<file path="config.mk">
export PLATFORM = sky130hd
export DESIGN_NAME = pipeline_controller
export DESIGN_NICKNAME = d
export VERILOG_FILES = /design/src/rtl/pipeline_controller.sv
export SDC_FILE = /design/constraint.sdc
export NUM_CORES = 1
export LEC_CHECK = 0
export ABC_AREA = 1
export CAP_MARGIN = 10
export CORE_ASPECT_RATIO = 1.5
export CORE_UTILIZATION = 50
export CTS_CLUSTER_DIAMETER = 60
export DETAILED_ROUTE_END_ITERATION = 10
export PLACE_DENSITY = 0.82
export SYNTH_ARGS = -nofsm -noshare
export SYNTH_HDL_FRONTEND = slang
export SYNTH_SLANG_ARGS = --single-unit
</file>
<file path="constraint.sdc">
create_clock -name clk -period 3.4 [get_ports clk]
set_input_delay 0.85 -clock clk [delete_from_list [all_inputs] [get_ports clk]]
set_output_delay 0.85 -clock clk [all_outputs]
set_load 0.02 [all_outputs]
</file>
<file path="src/rtl/pipeline_controller.sv">
// Purpose : hazard/sequencing control for the 5-stage core: stall/flush enables, EX forwarding, dmem wait.
// Latency : stall/flush/forward outputs are combinational; state and counters update on the next clk edge.
// Backpress: a not-ready data memory freezes every pipeline register; too long a wait latches HALT until rst.
//
// Ports
//   clk, rst                      core clock, synchronous active-high reset
//   ID_*                          source regs / use bits / branch info of the instruction in ID
//   EX_*, MEM_*, WB_*             destination regs and control bits of the downstream stages
//   dmem_ready_i                  data memory completes the access currently in MEM
//   *_stall_o                     hold the PC or pipeline register
//   *_flush_o                     load a bubble into the pipeline register
//   EX_forwardA_o/EX_forwardB_o   00 none, 01 from MEM, 10 from WB
//   mem_timeout_o                 sticky: memory never became ready, controller halted
//   stall_cycles_o/flush_count_o  free-running debug counters, wrap at 2^CNT_WIDTH
module pipeline_controller #(
   parameter int unsigned MEM_TIMEOUT = 64,
   parameter int unsigned CNT_WIDTH   = 32
) (
   input  logic                 clk,
   input  logic                 rst,

   input  logic [4:0]           ID_rs1_i,
   input  logic [4:0]           ID_rs2_i,
   input  logic                 ID_use_rs1_i,
   input  logic                 ID_use_rs2_i,
   input  logic                 ID_is_branch_i,
   input  logic                 ID_PCSrc_i,

   input  logic [4:0]           EX_rs1_i,
   input  logic [4:0]           EX_rs2_i,
   input  logic [4:0]           EX_rd_i,
   input  logic                 EX_RegWrite_i,
   input  logic                 EX_MemRead_i,

   input  logic [4:0]           MEM_rd_i,
   input  logic                 MEM_RegWrite_i,
   input  logic                 MEM_MemRead_i,
   input  logic                 MEM_MemWrite_i,

   input  logic [4:0]           WB_rd_i,
   input  logic                 WB_RegWrite_i,

   input  logic                 dmem_ready_i,

   output logic                 pc_stall_o,
   output logic                 IF_ID_stall_o,
   output logic                 ID_EX_stall_o,
   output logic                 EX_MEM_stall_o,
   output logic                 IF_ID_flush_o,
   output logic                 ID_EX_flush_o,
   output logic                 MEM_WB_flush_o,
   output logic [1:0]           EX_forwardA_o,
   output logic [1:0]           EX_forwardB_o,
   output logic                 mem_timeout_o,
   output logic [CNT_WIDTH-1:0] stall_cycles_o,
   output logic [CNT_WIDTH-1:0] flush_count_o
);

   // Wait counter holds 0..MEM_TIMEOUT without overflow.
   localparam int unsigned      WCW       = $clog2(MEM_TIMEOUT + 2);
   localparam logic [WCW-1:0]   TIMEOUT_W = WCW'(MEM_TIMEOUT);
   localparam logic [WCW-1:0]   ONE_W     = WCW'(1);

   localparam logic [1:0] FWD_NONE = 2'b00;
   localparam logic [1:0] FWD_MEM  = 2'b01;
   localparam logic [1:0] FWD_WB   = 2'b10;

   typedef enum logic [1:0] {
      ST_RUN      = 2'd0,
      ST_MEM_WAIT = 2'd1,
      ST_HALT     = 2'd2
   } state_t;

   state_t               r_state;
   state_t               w_state_nxt;
   logic [WCW-1:0]       r_wait_cnt;
   logic [WCW-1:0]       w_wait_cnt_nxt;
   logic [WCW-1:0]       w_wait_inc;
   logic                 r_mem_timeout;
   logic                 w_mem_timeout_nxt;
   logic [CNT_WIDTH-1:0] r_stall_cycles;
   logic [CNT_WIDTH-1:0] r_flush_count;

   logic                 w_mem_req;
   logic                 w_mem_block;
   logic                 w_ex_rd_hit;
   logic                 w_mem_rd_hit;
   logic                 w_load_use;
   logic                 w_branch_haz;
   logic                 w_hazard;

   // Raw (not reset-gated) control decisions of the current cycle.
   logic                 w_freeze;     // whole pipeline held, MEM/WB bubbled
   logic                 w_hz_stall;   // PC and IF/ID held, ID/EX bubbled
   logic                 w_redirect;   // wrong-path fetch in IF/ID squashed

   // Does the ID instruction read register rd? x0 never creates a dependency.
   function automatic logic f_id_reads(
      input logic [4:0] rd,
      input logic [4:0] rs1,
      input logic [4:0] rs2,
      input logic       use1,
      input logic       use2
   );
      return (rd != 5'd0) && ((use1 && (rs1 == rd)) || (use2 && (rs2 == rd)));
   endfunction

   // A load in MEM has no data yet, so only ALU results are taken from MEM.
   function automatic logic [1:0] f_fwd_sel(
      input logic [4:0] src,
      input logic [4:0] mem_rd,
      input logic       mem_rw,
      input logic       mem_mr,
      input logic [4:0] wb_rd,
      input logic       wb_rw
   );
      if (src == 5'd0) begin
         return FWD_NONE;
      end else if (mem_rw && !mem_mr && (mem_rd == src)) begin
         return FWD_MEM;
      end else if (wb_rw && (wb_rd == src)) begin
         return FWD_WB;
      end
      return FWD_NONE;
   endfunction

   // ---------------------------------------------------------------- hazards
   always_comb begin
      w_mem_req    = MEM_MemRead_i | MEM_MemWrite_i;
      w_mem_block  = w_mem_req & ~dmem_ready_i;
      w_ex_rd_hit  = f_id_reads(EX_rd_i,  ID_rs1_i, ID_rs2_i, ID_use_rs1_i, ID_use_rs2_i);
      w_mem_rd_hit = f_id_reads(MEM_rd_i, ID_rs1_i, ID_rs2_i, ID_use_rs1_i, ID_use_rs2_i);
      w_load_use   = EX_MemRead_i & w_ex_rd_hit;
      // Branches resolve in ID, so they also wait for an EX ALU result and
      // for a load that is still in MEM (second bubble of branch-after-load).
      w_branch_haz = ID_is_branch_i &
                     ((EX_RegWrite_i & w_ex_rd_hit) |
                      (MEM_RegWrite_i & MEM_MemRead_i & w_mem_rd_hit));
      w_hazard     = w_load_use | w_branch_haz;
   end

   // ------------------------------------------------------ FSM next state/out
   always_comb begin
      w_state_nxt       = r_state;
      w_wait_cnt_nxt    = r_wait_cnt;
      w_mem_timeout_nxt = r_mem_timeout;
      w_freeze          = 1'b0;
      w_hz_stall        = 1'b0;
      w_redirect        = 1'b0;
      // Number of consecutive not-ready cycles including the current one.
      w_wait_inc        = r_wait_cnt + ONE_W;

      unique case (r_state)
         ST_RUN: begin
            if (w_mem_block) begin
               // Memory stall masks any ID hazard or redirect this cycle.
               w_freeze = 1'b1;
               if (TIMEOUT_W <= ONE_W) begin
                  w_state_nxt       = ST_HALT;
                  w_mem_timeout_nxt = 1'b1;
               end else begin
                  w_state_nxt    = ST_MEM_WAIT;
                  w_wait_cnt_nxt = ONE_W;
               end
            end else if (w_hazard) begin
               // Branch not resolved yet, so a pending redirect is not honoured.
               w_hz_stall = 1'b1;
            end else if (ID_PCSrc_i) begin
               w_redirect = 1'b1;
            end
         end

         ST_MEM_WAIT: begin
            if (!dmem_ready_i) begin
               w_freeze = 1'b1;
               if (w_wait_inc >= TIMEOUT_W) begin
                  w_state_nxt       = ST_HALT;
                  w_mem_timeout_nxt = 1'b1;
               end else begin
                  w_wait_cnt_nxt = w_wait_inc;
               end
            end else begin
               // Release cycle: the memory result lands, ID is re-evaluated.
               w_state_nxt    = ST_RUN;
               w_wait_cnt_nxt = '0;
               if (w_hazard) begin
                  w_hz_stall = 1'b1;
               end else if (ID_PCSrc_i) begin
                  w_redirect = 1'b1;
               end
            end
         end

         ST_HALT: begin
            w_freeze = 1'b1;
         end

         default: begin
            w_state_nxt    = ST_RUN;
            w_wait_cnt_nxt = '0;
         end
      endcase
   end

   // --------------------------------------------------------------- outputs
   // Everything is forced inactive while rst is high.
   assign pc_stall_o     = ~rst & (w_freeze | w_hz_stall);
   assign IF_ID_stall_o  = ~rst & (w_freeze | w_hz_stall);
   assign ID_EX_stall_o  = ~rst & w_freeze;
   assign EX_MEM_stall_o = ~rst & w_freeze;
   assign MEM_WB_flush_o = ~rst & w_freeze;
   assign ID_EX_flush_o  = ~rst & w_hz_stall;
   assign IF_ID_flush_o  = ~rst & w_redirect;

   assign EX_forwardA_o  = rst ? FWD_NONE :
                           f_fwd_sel(EX_rs1_i, MEM_rd_i, MEM_RegWrite_i, MEM_MemRead_i,
                                     WB_rd_i, WB_RegWrite_i);
   assign EX_forwardB_o  = rst ? FWD_NONE :
                           f_fwd_sel(EX_rs2_i, MEM_rd_i, MEM_RegWrite_i, MEM_MemRead_i,
                                     WB_rd_i, WB_RegWrite_i);

   assign mem_timeout_o  = r_mem_timeout;
   assign stall_cycles_o = r_stall_cycles;
   assign flush_count_o  = r_flush_count;

   // ------------------------------------------------------------- registers
   always_ff @(posedge clk) begin
      if (rst) begin
         r_state        <= ST_RUN;
         r_wait_cnt     <= '0;
         r_mem_timeout  <= 1'b0;
         r_stall_cycles <= '0;
         r_flush_count  <= '0;
      end else begin
         r_state        <= w_state_nxt;
         r_wait_cnt     <= w_wait_cnt_nxt;
         r_mem_timeout  <= w_mem_timeout_nxt;
         r_stall_cycles <= r_stall_cycles + CNT_WIDTH'(pc_stall_o);
         // One count per flushing cycle, even when both front flushes fire.
         r_flush_count  <= r_flush_count + CNT_WIDTH'(IF_ID_flush_o | ID_EX_flush_o);
      end
   end

endmodule

</file>
Fig. 1: clock routing
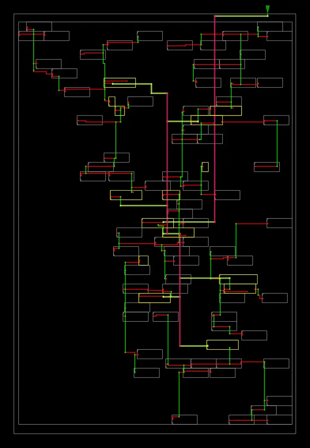
clkbuf count: 10
Clk power: 0.000946 W
clk_skew: 6.42 ps

Fig. 2: pin map
(3 px per um) Pins as bars across the die edge, other pins in grey.
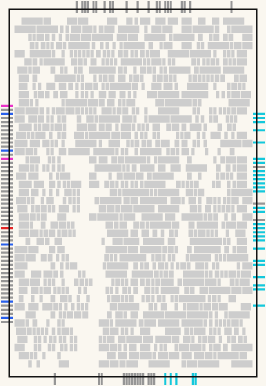
flush_count_o: shown in cyan, pins 32, direction output, edge 27 east, 5 south. EX_forwardB_o: shown in magenta, pins 2, direction output, edge west. WB_RegWrite_i: shown in red, pins 1, direction input, edge west. ID_rs1_i: shown in blue, pins 5, direction input, edge west.
All pins by edge: 54 west, 30 east, 21 north, 19 south.

==> flow_summary_export.csv <==
group,metric,value,unit
status,status,"finished clean",
power,swShare,24.7,%
synthesis,area_leaders,"dfxtp_1 31%, nand2_1 18%, nor2_1 9.2%",
global_route,gr-usage-all-layers,35.1,%
floorplanning,num_io_pins,124,
setup_path,cp.required,2550,ps
finish,fin_util,73.6,%
floorplanning,chipHeight,122,um
setup_path,crit_end,"ID_EX_flush_o",
finish,buffers,172,
synthesis,ys_cells,777,
cts,cts_tree,"built",
finish,clk_share,4.29,%
floorplanning,initial_core_util,51.6,%
power,p_int,0.00158,W
setup_path,worstRegToRegCells,18,
power,power.sequential.total,0.000881,W
setup_path,worstSetupPathDepth,12,
power,ir_drop,0.418,mV
synthesis,largest_area_cell,"dfxtp_1",
power,pg_comb,0.000273,W
global_route,grt_start_max_net_pins,36,
Fig. 3: local utilization
(3 px per um) 8 x 12 tiles, from black (low) to pale yellow (high), 0 to 100% covered.
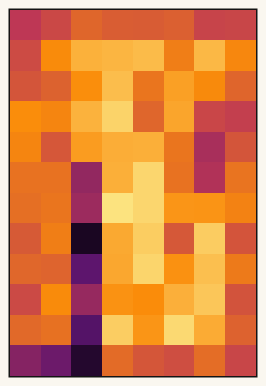
The emptiest ninth of the die: south-west. 37% of the tiles are over 75% full. The mean over all tiles is 67%. The fullest tile reaches 94%.

Power is estimated from default activity; no workload was simulated.
